### src/rtl/flip_alpha_gen.sv
// Flip-value generator: computes alpha^(k*p) for k = 1,3,5,7 at two bit positions
// in GF(2^6), GF(2^8) or GF(2^10), then holds the results until the consumer releases them.
module flip_alpha_gen (
  input  logic       i_clk,
  input  logic       i_rst_n,
  input  logic [1:0] i_code,
  input  logic       i_start,
  input  logic [9:0] i_pos1,
  input  logic [9:0] i_pos2,
  input  logic       i_release,
  output logic [9:0] o_flip_alpha_S1_1,
  output logic [9:0] o_flip_alpha_S3_1,
  output logic [9:0] o_flip_alpha_S5_1,
  output logic [9:0] o_flip_alpha_S7_1,
  output logic [9:0] o_flip_alpha_S1_2,
  output logic [9:0] o_flip_alpha_S3_2,
  output logic [9:0] o_flip_alpha_S5_2,
  output logic [9:0] o_flip_alpha_S7_2,
  output logic       o_flip_alpha_valid,
  output logic       o_busy,
  output logic       o_pos_err,
  output logic [1:0] o_dbg_state
);

  // Handshake: i_start is a one-cycle request honoured only in IDLE; results are
  // valid and frozen in HOLD until i_release is sampled there (release wins over start).

  typedef enum logic [1:0] {IDLE, EXP, ODD, HOLD} state_t;

  state_t     state;
  state_t     state_nxt;
  logic [1:0] code_q;
  logic [9:0] p1_q;
  logic [9:0] p2_q;
  logic [9:0] r1;
  logic [9:0] r2;
  logic [9:0] sq1;
  logic [9:0] sq2;
  logic [3:0] idx;
  logic [1:0] odd_cnt;

  logic [9:0] sq_e1;
  logic [9:0] sq_e2;
  logic [9:0] exp_nxt1;
  logic [9:0] exp_nxt2;
  logic [9:0] mul_b1;
  logic [9:0] mul_b2;
  logic [9:0] prod1;
  logic [9:0] prod2;
  logic [9:0] n_field;
  logic       err1;
  logic       err2;

  // Multiply by alpha, reducing by the selected primitive polynomial.
  function automatic logic [9:0] gf_xtime(input logic [9:0] a, input logic [1:0] c);
    logic [9:0] y;
    y = '0;
    case (c)
      2'b00:   y = {4'b0, a[4:0], 1'b0} ^ (a[5] ? 10'h003 : 10'h000);
      2'b01:   y = {2'b0, a[6:0], 1'b0} ^ (a[7] ? 10'h01D : 10'h000);
      default: y = {a[8:0], 1'b0} ^ (a[9] ? 10'h009 : 10'h000);
    endcase
    return y;
  endfunction

  function automatic logic [9:0] gf_mul(input logic [9:0] a, input logic [9:0] b,
                                        input logic [1:0] c);
    logic [9:0] acc;
    acc = '0;
    for (int i = 9; i >= 0; i--) begin
      acc = gf_xtime(acc, c) ^ (b[i] ? a : 10'h000);
    end
    return acc;
  endfunction

  // Squaring is linear: spread the bits to even powers, then reduce Horner-style.
  function automatic logic [9:0] gf_sqr(input logic [9:0] a, input logic [1:0] c);
    logic [18:0] s;
    logic [9:0]  acc;
    s = '0;
    for (int i = 0; i < 10; i++) begin
      s[2*i] = a[i];
    end
    acc = '0;
    for (int i = 18; i >= 0; i--) begin
      acc = gf_xtime(acc, c) ^ {9'b0, s[i]};
    end
    return acc;
  endfunction

  always_comb begin
    sq_e1    = gf_sqr(r1, code_q);
    sq_e2    = gf_sqr(r2, code_q);
    exp_nxt1 = p1_q[idx] ? gf_xtime(sq_e1, code_q) : sq_e1;
    exp_nxt2 = p2_q[idx] ? gf_xtime(sq_e2, code_q) : sq_e2;
    // First ODD cycle squares S1; later cycles multiply the running power by S1^2.
    mul_b1   = (odd_cnt == 2'd0) ? r1 : sq1;
    mul_b2   = (odd_cnt == 2'd0) ? r2 : sq2;
    prod1    = gf_mul(r1, mul_b1, code_q);
    prod2    = gf_mul(r2, mul_b2, code_q);
    case (code_q)
      2'b00:   n_field = 10'd63;
      2'b01:   n_field = 10'd255;
      default: n_field = 10'd1023;
    endcase
    err1 = (p1_q >= n_field);
    err2 = (p2_q >= n_field);
  end

  always_comb begin
    state_nxt = state;
    case (state)
      IDLE:    if (i_start) state_nxt = EXP;
      EXP:     if (idx == 4'd0) state_nxt = ODD;
      ODD:     if (odd_cnt == 2'd3) state_nxt = HOLD;
      HOLD:    if (i_release) state_nxt = IDLE;
      default: state_nxt = IDLE;
    endcase
  end

  always_ff @(posedge i_clk or negedge i_rst_n) begin
    if (!i_rst_n) begin
      state <= IDLE;
    end else begin
      state <= state_nxt;
    end
  end

  always_ff @(posedge i_clk or negedge i_rst_n) begin
    if (!i_rst_n) begin
      code_q             <= '0;
      p1_q               <= '0;
      p2_q               <= '0;
      r1                 <= '0;
      r2                 <= '0;
      sq1                <= '0;
      sq2                <= '0;
      idx                <= '0;
      odd_cnt            <= '0;
      o_flip_alpha_S1_1  <= '0;
      o_flip_alpha_S3_1  <= '0;
      o_flip_alpha_S5_1  <= '0;
      o_flip_alpha_S7_1  <= '0;
      o_flip_alpha_S1_2  <= '0;
      o_flip_alpha_S3_2  <= '0;
      o_flip_alpha_S5_2  <= '0;
      o_flip_alpha_S7_2  <= '0;
      o_flip_alpha_valid <= 1'b0;
      o_busy             <= 1'b0;
      o_pos_err          <= 1'b0;
    end else begin
      o_busy             <= (state_nxt != IDLE);
      o_flip_alpha_valid <= (state_nxt == HOLD);
      o_pos_err          <= (state_nxt == HOLD) && (err1 || err2);
      case (state)
        IDLE: begin
          if (i_start) begin
            code_q  <= (i_code == 2'b11) ? 2'b10 : i_code;
            p1_q    <= i_pos1;
            p2_q    <= i_pos2;
            r1      <= 10'h001;
            r2      <= 10'h001;
            idx     <= 4'd9;
            odd_cnt <= 2'd0;
          end
        end
        EXP: begin
          r1  <= exp_nxt1;
          r2  <= exp_nxt2;
          idx <= idx - 4'd1;
        end
        ODD: begin
          odd_cnt <= odd_cnt + 2'd1;
          case (odd_cnt)
            2'd0: begin
              sq1               <= prod1;
              sq2               <= prod2;
              o_flip_alpha_S1_1 <= err1 ? 10'h000 : r1;
              o_flip_alpha_S1_2 <= err2 ? 10'h000 : r2;
            end
            2'd1: begin
              r1                <= prod1;
              r2                <= prod2;
              o_flip_alpha_S3_1 <= err1 ? 10'h000 : prod1;
              o_flip_alpha_S3_2 <= err2 ? 10'h000 : prod2;
            end
            2'd2: begin
              r1                <= prod1;
              r2                <= prod2;
              o_flip_alpha_S5_1 <= err1 ? 10'h000 : prod1;
              o_flip_alpha_S5_2 <= err2 ? 10'h000 : prod2;
            end
            default: begin
              r1                <= prod1;
              r2                <= prod2;
              o_flip_alpha_S7_1 <= err1 ? 10'h000 : prod1;
              o_flip_alpha_S7_2 <= err2 ? 10'h000 : prod2;
            end
          endcase
        end
        default: ;
      endcase
    end
  end

  assign o_dbg_state = state;

endmodule

### config.mk
export PLATFORM = sky130hd
export DESIGN_NAME = flip_alpha_gen
export DESIGN_NICKNAME = d
export VERILOG_FILES = /design/src/rtl/flip_alpha_gen.sv
export SDC_FILE = /design/constraint.sdc
export NUM_CORES = 1
export LEC_CHECK = 0
export CORE_ASPECT_RATIO = 0.75
export CORE_MARGIN = 2
export CORE_UTILIZATION = 46
export CTS_BUF_LIST = sky130_fd_sc_hd__clkbuf_8 sky130_fd_sc_hd__clkbuf_16
export DETAILED_ROUTE_END_ITERATION = 10
export GPL_TIMING_DRIVEN = 1
export PLACE_DENSITY = 0.66
export SETUP_SLACK_MARGIN = 0.02
export SLEW_MARGIN = 20
export SYNTH_ARGS = -nofsm -noshare
export SYNTH_HDL_FRONTEND = slang
export SYNTH_SLANG_ARGS = --single-unit
### constraint.sdc
create_clock -name i_clk -period 8.6 [get_ports i_clk]
set_input_delay 1.29 -clock i_clk [delete_from_list [all_inputs] [get_ports i_clk]]
set_output_delay 1.29 -clock i_clk [all_outputs]
set_load 0.03 [all_outputs]
Fig. 1: run 1, signal wires by layer
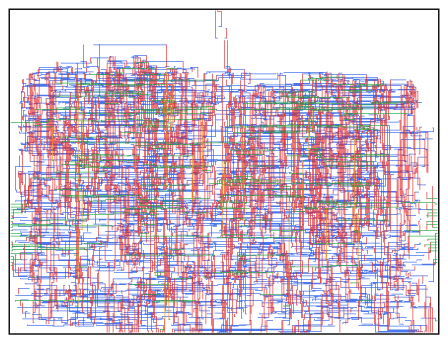
Key: met4 = orange [wire length 817 um]; met1 = blue [wire length 19200 um]; met3 = green [wire length 3370 um]; met2 = red [wire length 18100 um]
wire length per cell: 20.7 um
final wirelength: 41500 um

Fig. 2: run 1, clock distribution
Scale bar: 50 um.
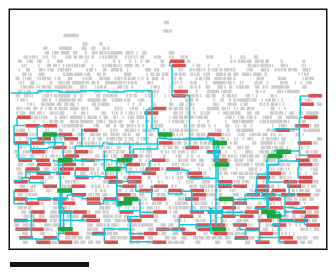
Key: clock wires = cyan [length 2160 um]; cells driving clock nets = green [count 17]; flip-flops = red [count 153]
There are 18 routed clock nets.
clock power share: 0.126
worst skew pair latency: 440 ps
Worst Skew: 11.8 ps
Power Clock: 0.746 mW

Fig. 3: run 1, placement view
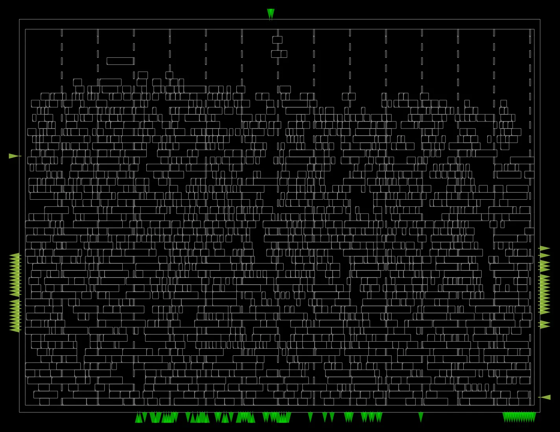
flop share of the area: 0.255
Layout Cells excl Fill: 2010

Fig. 4: run 1, a small window of the routed layout
Region (80, 25) to (120, 65) um. Cells in gray, sequential cells in the stronger gray; small squares are vias.
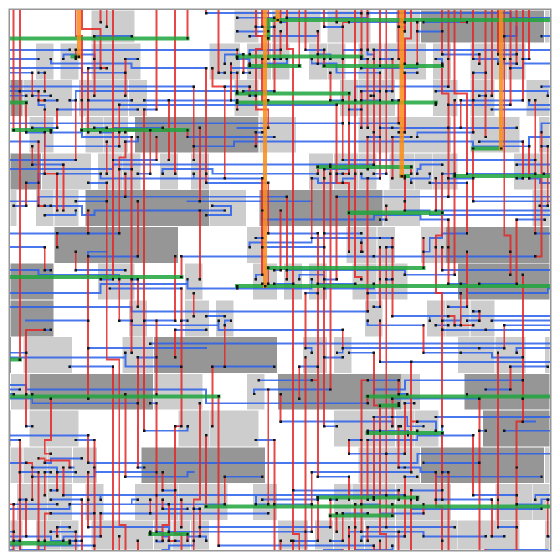
Key: met3 = green; met4 = orange; met1 = blue; met2 = red
Most frequent: nand2_1 (21), nor2_1 (15), dfrtp_1 (14). Netlist names of flops here include r1 (4), idx (2), o_flip_alpha_S1_2 (2). 127 logic cells have their middle in the window. Sequential cells in the window: 14.

==> summary.txt, run 1 <==
fresh numbers from the pnr run: max-cap viol count=0, total CTS buffers=17, Mapped Area=13200 um2, xor/xnor cell area share of the yosys netlist=0.192, CP required=8920 ps, DR DRC count=0, Worst VDD drop=0.206 mV, largest net degree at the start of global routing=88, post-synth top area cell=dfrtp_1, Post-CTS Hold Buffers=0, CTS sink count=153, floorplan core density=0.469, setup slack after layout=3350 ps, Flop pwr share=0.213, initial antenna violation count=0, most frequent CP cell=xnor2_1, Max power group=combinational logic, Layout Nets=1658, fmax=190 MHz, area post-placement=14400 um2, core footprint=28100 um2, pwr dens=396 nW/um2, CP startpoint=odd_cnt[0], WHS Path Cells=2, placed insts=1980, Post-Syn Instances=1588, status=finished clean, CP Buf/Inv Count=2, Adder Area Share=0.0171, Power Combinational=3.93 mW, P_leak=5.91 nW, Slew HR=0.265, initial DRC count=1115, Comb gate area=8710 um2, worst reg-to-reg setup slack=3350 ps, Hold EP=o_flip_alpha_S5_1[8], seq_cells=153, FP Rows=53
==> run 1: registers in the layout (all words and copies together), names as in the netlist, 4 cells and up <==
name	cells
idx	4
o_flip_alpha_S1_1	10
o_flip_alpha_S1_2	10
o_flip_alpha_S3_1	10
o_flip_alpha_S3_2	10
o_flip_alpha_S5_1	10
o_flip_alpha_S5_2	10
o_flip_alpha_S7_1	10
o_flip_alpha_S7_2	10
p1_q	10
p2_q	10
r1	10
r2	10
sq1	10
sq2	10
==> run 1: per-layer routing <==
metal	routed length, um	up-vias
met5	0	-
met4	817	0
met3	3370	68
met2	18100	520
met1	19200	5856
li1	-	5544
--- run 2 (diff from run 1) ---
clock period = 5.3 ns   (was 8.6 ns; I/O delays follow)
Fig. 5: run 2, signal wires by layer
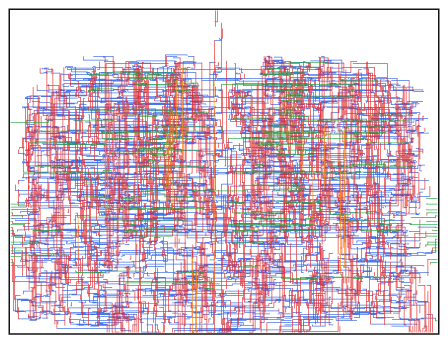
Key: met2 = red [wire length 18600 um]; met3 = green [wire length 3340 um]; met1 = blue [wire length 19700 um]; met4 = orange [wire length 876 um]
GRT Util Overall: 0.287
final wirelength: 42500 um
wire length per cell: 20.9 um

Fig. 6: run 2, clock distribution
Scale bar: 50 um.
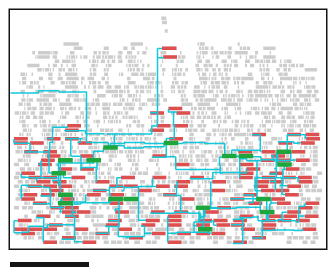
Key: cells driving clock nets = green [count 17]; flip-flops = red [count 153]; clock wires = cyan [length 2100 um]
There are 18 routed clock nets.
Worst Skew: 13.0 ps
clock power share: 0.118
Power Clock: 1.16 mW
worst skew pair latency: 430 ps

==> summary.txt, run 2 <==
fresh numbers from the pnr run: DR vias/cell=5.91, worst reg2reg path depth=14, initial antenna violation count=0 (unchanged), Crit Path Class=register to register, Die Width=200 um, Worst VDD drop=0.366 mV (+78%), crit path time final=4870 ps, Post-CTS Hold Buffers=0 (unchanged), post-synth top area cell=dfrtp_1, CP startpoint=odd_cnt[0], met1 wire length=19700 um (+2.4%), flop share of the area=0.253 (-0.00211), P_leak=5.99 nW (+1.4%), CP Cell Sequence=inv_1 > ha_2 > buf_12 > buf_4 > mux2_2 > a211oi_1 > o22ai_1 > and4_1 > a211oi_1 > xnor2_1 > xnor3_1 > o21ai_1 > xor2_1 > o31ai_1, Clock buf/inv share=0.0359, wire length on met2=18600 um (+2.5%), PnR Total Power=9.84 mW, pwr dens=650 nW/um2 (+64%), CP required=5580 ps (-3340 ps), Mapped Area=13200 um2 (unchanged), DR DRC count=0 (unchanged), placed insts=1998 (+0.91%), worst reg-to-reg setup slack=430 ps (-2920 ps), I/O Buffers=110, area grow syn2layout=14.7%, core footprint=28100 um2 (unchanged), fin crit share=0.919, status=finished clean, CP Buf/Inv Count=3 (+1), initial DRC count=1133 (+1.6%), HP Class=input pin to asynchronous set/reset pin, Layout Cells excl Fill=2029 (+0.95%), Top Metal Used=met4, max-cap viol count=0 (unchanged), seq_cells=153 (unchanged), largest net degree at the start of global routing=72 (-18%), crit-path max cell delay=470 ps, FP Rows=53 (unchanged), Comb gate area=8710 um2 (about the same), Max power group=combinational logic, floorplan core density=0.469 (unchanged), Synth top cells by count=320 x nand2_1, 154 x xnor2_1, 153 x dfrtp_1, 107 x o21ai_0, 95 x clkbuf_1, most frequent CP cell=a211oi_1, CTS sink count=153 (unchanged), # Cells Yosys=1588, vias in the first global route=11.2k, invs w/o clock=28, Post-synth ARST share=1.00, area post-placement=14600 um2 (+1.0%), total CTS buffers=17 (unchanged), Hold Violations, Final=0, PostCTS Resize Cnt=0, count of TritonRoute iterations in the first routing pass=5, Post-Syn Instances=1588 (unchanged), fmax=205 MHz (+7.9%), Non-CTS buffers=157, crit path max fanout=39, setup slack after layout=430 ps (-2920 ps), met3 wire len=3340 um (-0.74%), Slew HR=0.280 (+0.0153), ys flops=153, Synth top area share=0.290, Layout Nets=1676 (+1.1%), Power Combinational=6.46 mW (+64%), Flop pwr share=0.225 (+0.012)
-- run 2: netlist changes by cell type in the layout (fill, tap and decap cells not counted), moves of 2 or more --
| cell | before | now |
|---|---|---|
| buf_4 | 29 | 46 |
| clkinv_2 | 3 | 5 |
| inv_6 | 1 | 3 |
| clkinv_4 | 3 | 0 |
-- run 2: logic make-up (layout without fill, tap and decap cells) --
| family | Yosys count | after routing | synth area share |
|---|---|---|---|
| muxes | 90 | 90 | 0.0824 |
| and+or+nand+nor | 548 | 548 | 0.179 |
| adders and majority gates | 18 | 18 | 0.0171 |
| AOI/OAI and AO/OA | 372 | 372 | 0.188 |
| DFF | 153 | 153 | 0.290 |
| xor gates and xnor gates | 247 | 247 | 0.192 |
| buffers and inverters | 160 | 216 | 0.0504 |
Power and IR drop assume default switching activity.
